==> config.mk <==
export PLATFORM = sky130hd
export DESIGN_NAME = button_scheduler
export DESIGN_NICKNAME = d
export VERILOG_FILES = /design/src/rtl/button_scheduler.sv
export SDC_FILE = /design/constraint.sdc
export NUM_CORES = 1
export LEC_CHECK = 0
export CAP_MARGIN = 20
export CORE_ASPECT_RATIO = 1.5
export CORE_MARGIN = 2
export CORE_UTILIZATION = 59
export DETAILED_ROUTE_END_ITERATION = 8
export HOLD_SLACK_MARGIN = 0.1
export PLACE_DENSITY_LB_ADDON = 0.3
export SLEW_MARGIN = 40
export SYNTH_ARGS = -nofsm -noshare
export SYNTH_HDL_FRONTEND = slang
export SYNTH_SLANG_ARGS = --single-unit
==> constraint.sdc <==
create_clock -name clk -period 2.7 [get_ports clk]
set_clock_uncertainty 0.2 [all_clocks]
set_input_delay 0.54 -clock clk [delete_from_list [all_inputs] [get_ports clk]]
set_output_delay 0.54 -clock clk [all_outputs]
set_load 0.01 [all_outputs]
Power grid:
Bar = 20 um. Pins as bars on the die edge.
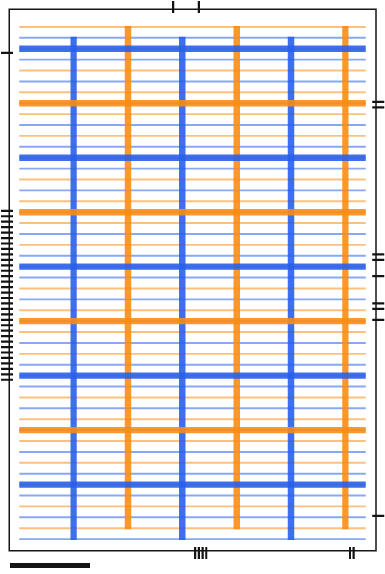
[blue] VSS
[orange] VDD
met4 straps: 6
rows: 47
signal pins: 50
met5 straps: 9
die width: 91.2 um
Die Span Y: 135 um
Peak VDD IR: 0.000544 V
Core ar.: 0.0111 mm2

Placement by cell class:
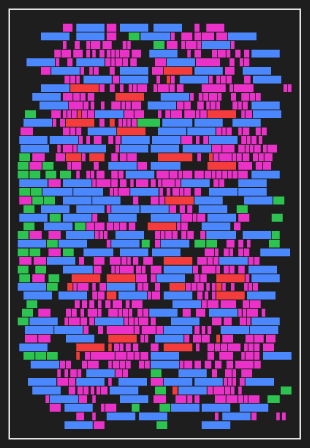
[red] clock drivers and dummy loads | cells: 32 | share of their area: 7.1%
[green] remaining buffers and delay cells | cells: 50 | share of their area: 6.5%
[blue] registers | cells: 142 | share of their area: 46%
[magenta] remaining logic cells | cells: 497 | share of their area: 40%
Post-Layout Inst Area: 0.00789 mm2
fin util: 0.713

Routed clock nets over the placement:
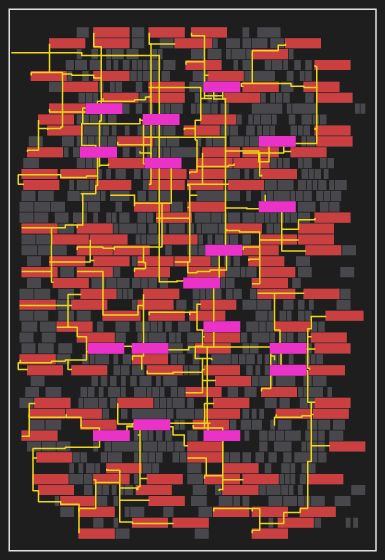
[yellow] clock wires | length: 1700 um
[red] flip-flops | count: 142
[magenta] clock-net drivers | count: 17
routed clock nets: 18
flops lie: widely spread
clock power share: 0.388
Clock net power: 2.18 mW

Routed metal, one colour a layer:
Bar = 20 um.
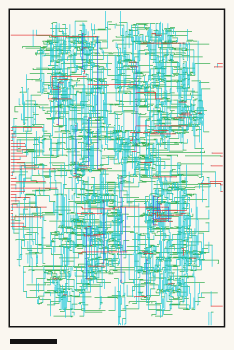
[red] M3 | wire length: 645 um
[cyan] M2 | wire length: 7390 um
[green] M1 | wire length: 5860 um
[blue] M4 | wire length: 336 um
Wirelength per Cell: 16.4 um
via count: 5257
global-route usage over all layers: 0.245
Routed WL: 14200 um

Congestion heat map:
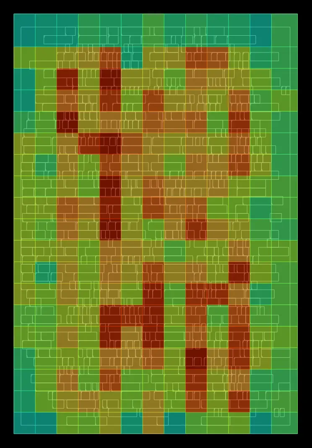
met3 GRT Util: 0.0569
met2 global-route usage: 0.426

==> results.yml <==
# implementation run metrics
synth:
  ys_ff: 142
  xor_share: 0.0247
  yosysCellCount: 656
  yosysWarnings: 0
  synthTopCellsByArea: "dfrtp_1 (49%), nand2_1 (5.1%), nand3_1 (4.7%)"
  netlist_instances: 656
  synth_chip_area_mm2: 0.00673
  yosys.area.top_type: "dfrtp_1"
  yosys.area_share.aoi: 0.0943
  ys_sh_adder: 0.00744
  mux_share: 0.0748
  synthTopLogicFamily: "simple AND/OR/NAND/NOR gates"
  synth_area_per_cell_um2: 10.3
  async_flop_share: 1.00
  synth_cell_type_count: 59
  yosys-top-cells-count: "dfrtp_1 (132), nand2_1 (92), nand3_1 (63)"
  ff_type: "dfrtp_1"
  top_cell_area_share: 0.491
  yosysSeqAreaShare: 0.530
  simple_gate_share: 0.245
  synth_top_cell_by_count: "dfrtp_1"
sta:
  period_used_share: 0.829
  max_slew_margin: 0.479
  fmax_mhz: 447
  setup_violations: 0
  finalHoldViolations: 0
  final.setup.worst_slack_ps: 463
  slew_viol_final: 0
  final.setup.tns_ps: 0
  hold_ws_ps: 153
  rsz0062_at_grt: "false"
  layout_min_cycle_time_ps: 2240
placement:
  io_buffers: 45
  dpl_cell_area_mm2: 0.00733
  gp_congestion: 0.870
  hpwl_um: 9560
  pre_cts_slack_ps: 550
setup_path:
  cp.arrival_ps: 2360
  criticalPathCategory: "flop to flop"
  end_kind: "flop"
  crit_fanout: 13
  required_ps: 2830
  r2r_cells: 4
  start_kind: "flop"
clocking:
  max-clock-path-buffers: 2
  cts_buffers: 17
  clkSlewWorstSetupHoldPaths_ps: 60
  cts_tree: "done"
  htreeDepth: 4
  cts_resized: 0
  insertion_delay_ps: 410
  cts_root_buf: "clkbuf_16"
  clock_sinks: 142
  post_cts_buffers: 0
finish:
  fin_cells: 868
  fill_cells: 810
  synthToLayoutAreaGrowth_pct: 17.2
  drive_above_1_share: 0.107
  largest_reg_flops: 104
  diodes: 0
  final_nets: 735
worst_hold_path:
  hp-class: "flop to flop"
  whs_path_depth: 0
power_and_ir_drop:
  leakagePower_nw: 3.39
  p_per_area_mw_per_mm2: 711
  finalPower_mw: 5.61
grt:
  overflow: 0
  grt_antenna_before_repair: 0
  grt_pass1_wl_um: 24400
  grt_max_degree: 61
  grt_pass1_vias: 5337
floorplanning:
  ios: 50
  fp_util: 0.609
route:
  drcViolationCount: 0
  drtIter0Drc: 345
  first_pass_iters: 8
  ant_nets: 0
  via_per_inst: 6.06
job:
  warnings: 26
  drv_cap: 0
status:
  outcome: "finished clean"
-- layer usage --
metal / track usage / vias up / share of wire
li1: - / 2470 / -
met1: 0.297 / 2581 / 0.41
met2: 0.426 / 169 / 0.52
met3: 0.0569 / 37 / 0.045
met4: 0.0976 / 0 / 0.024
met5: 0 / - / 0
-- cells by family after synthesis --
kind of cell / count (synthesis)
DFF: 142
buffers and inverters: 36
AOI/OAI and AO/OA: 101
xor gates and xnor gates: 19
other: 1
adders and majority gates: 4
muxes: 48
and+or+nand+nor: 305
-- critical path, stage by stage (launching register included) --
cell and delay, ps:
dfrtp_1 420, and4_1 260, nand4_1 440, or4_1 670
a21oi_1 160
-- power by group --
part / switching, mW / internal [mW]
Sequential: 0.149 / 2.34
Clock: 0.840 / 1.34
Combinational: 0.399 / 0.544
-- final cells by class --
type / instances / area [um2] / share of cell area
clock buffers: 26 / 489 / 0.0620
clock inverters: 6 / 58.8 / 0.00746
inverters: 16 / 60.1 / 0.00762
multi-input cells: 481 / 3020 / 0.383
flip-flops and latches: 142 / 3570 / 0.452
well taps: 147 / 184 / 0.0233
repair buffers: 50 / 504 / 0.0639
-- cell usage in the layout, fill, tap and decap left out, drive strengths merged, types with 15 or more instances in the layout --
cell type | synthesis | routed
mux2i | 30 | 30
and3 | 15 | 15
nand4 | 26 | 26
nor3 | 16 | 16
mux2 | 18 | 18
clkbuf | 10 | 26
inv | 16 | 16
nand2 | 92 | 92
o21ai | 53 | 53
nor2 | 41 | 41
clkdlybuf4s50 | 0 | 44
nand3 | 64 | 64
xnor2 | 15 | 15
dfrtp | 132 | 132
Power is estimated from default activity; no workload was simulated.
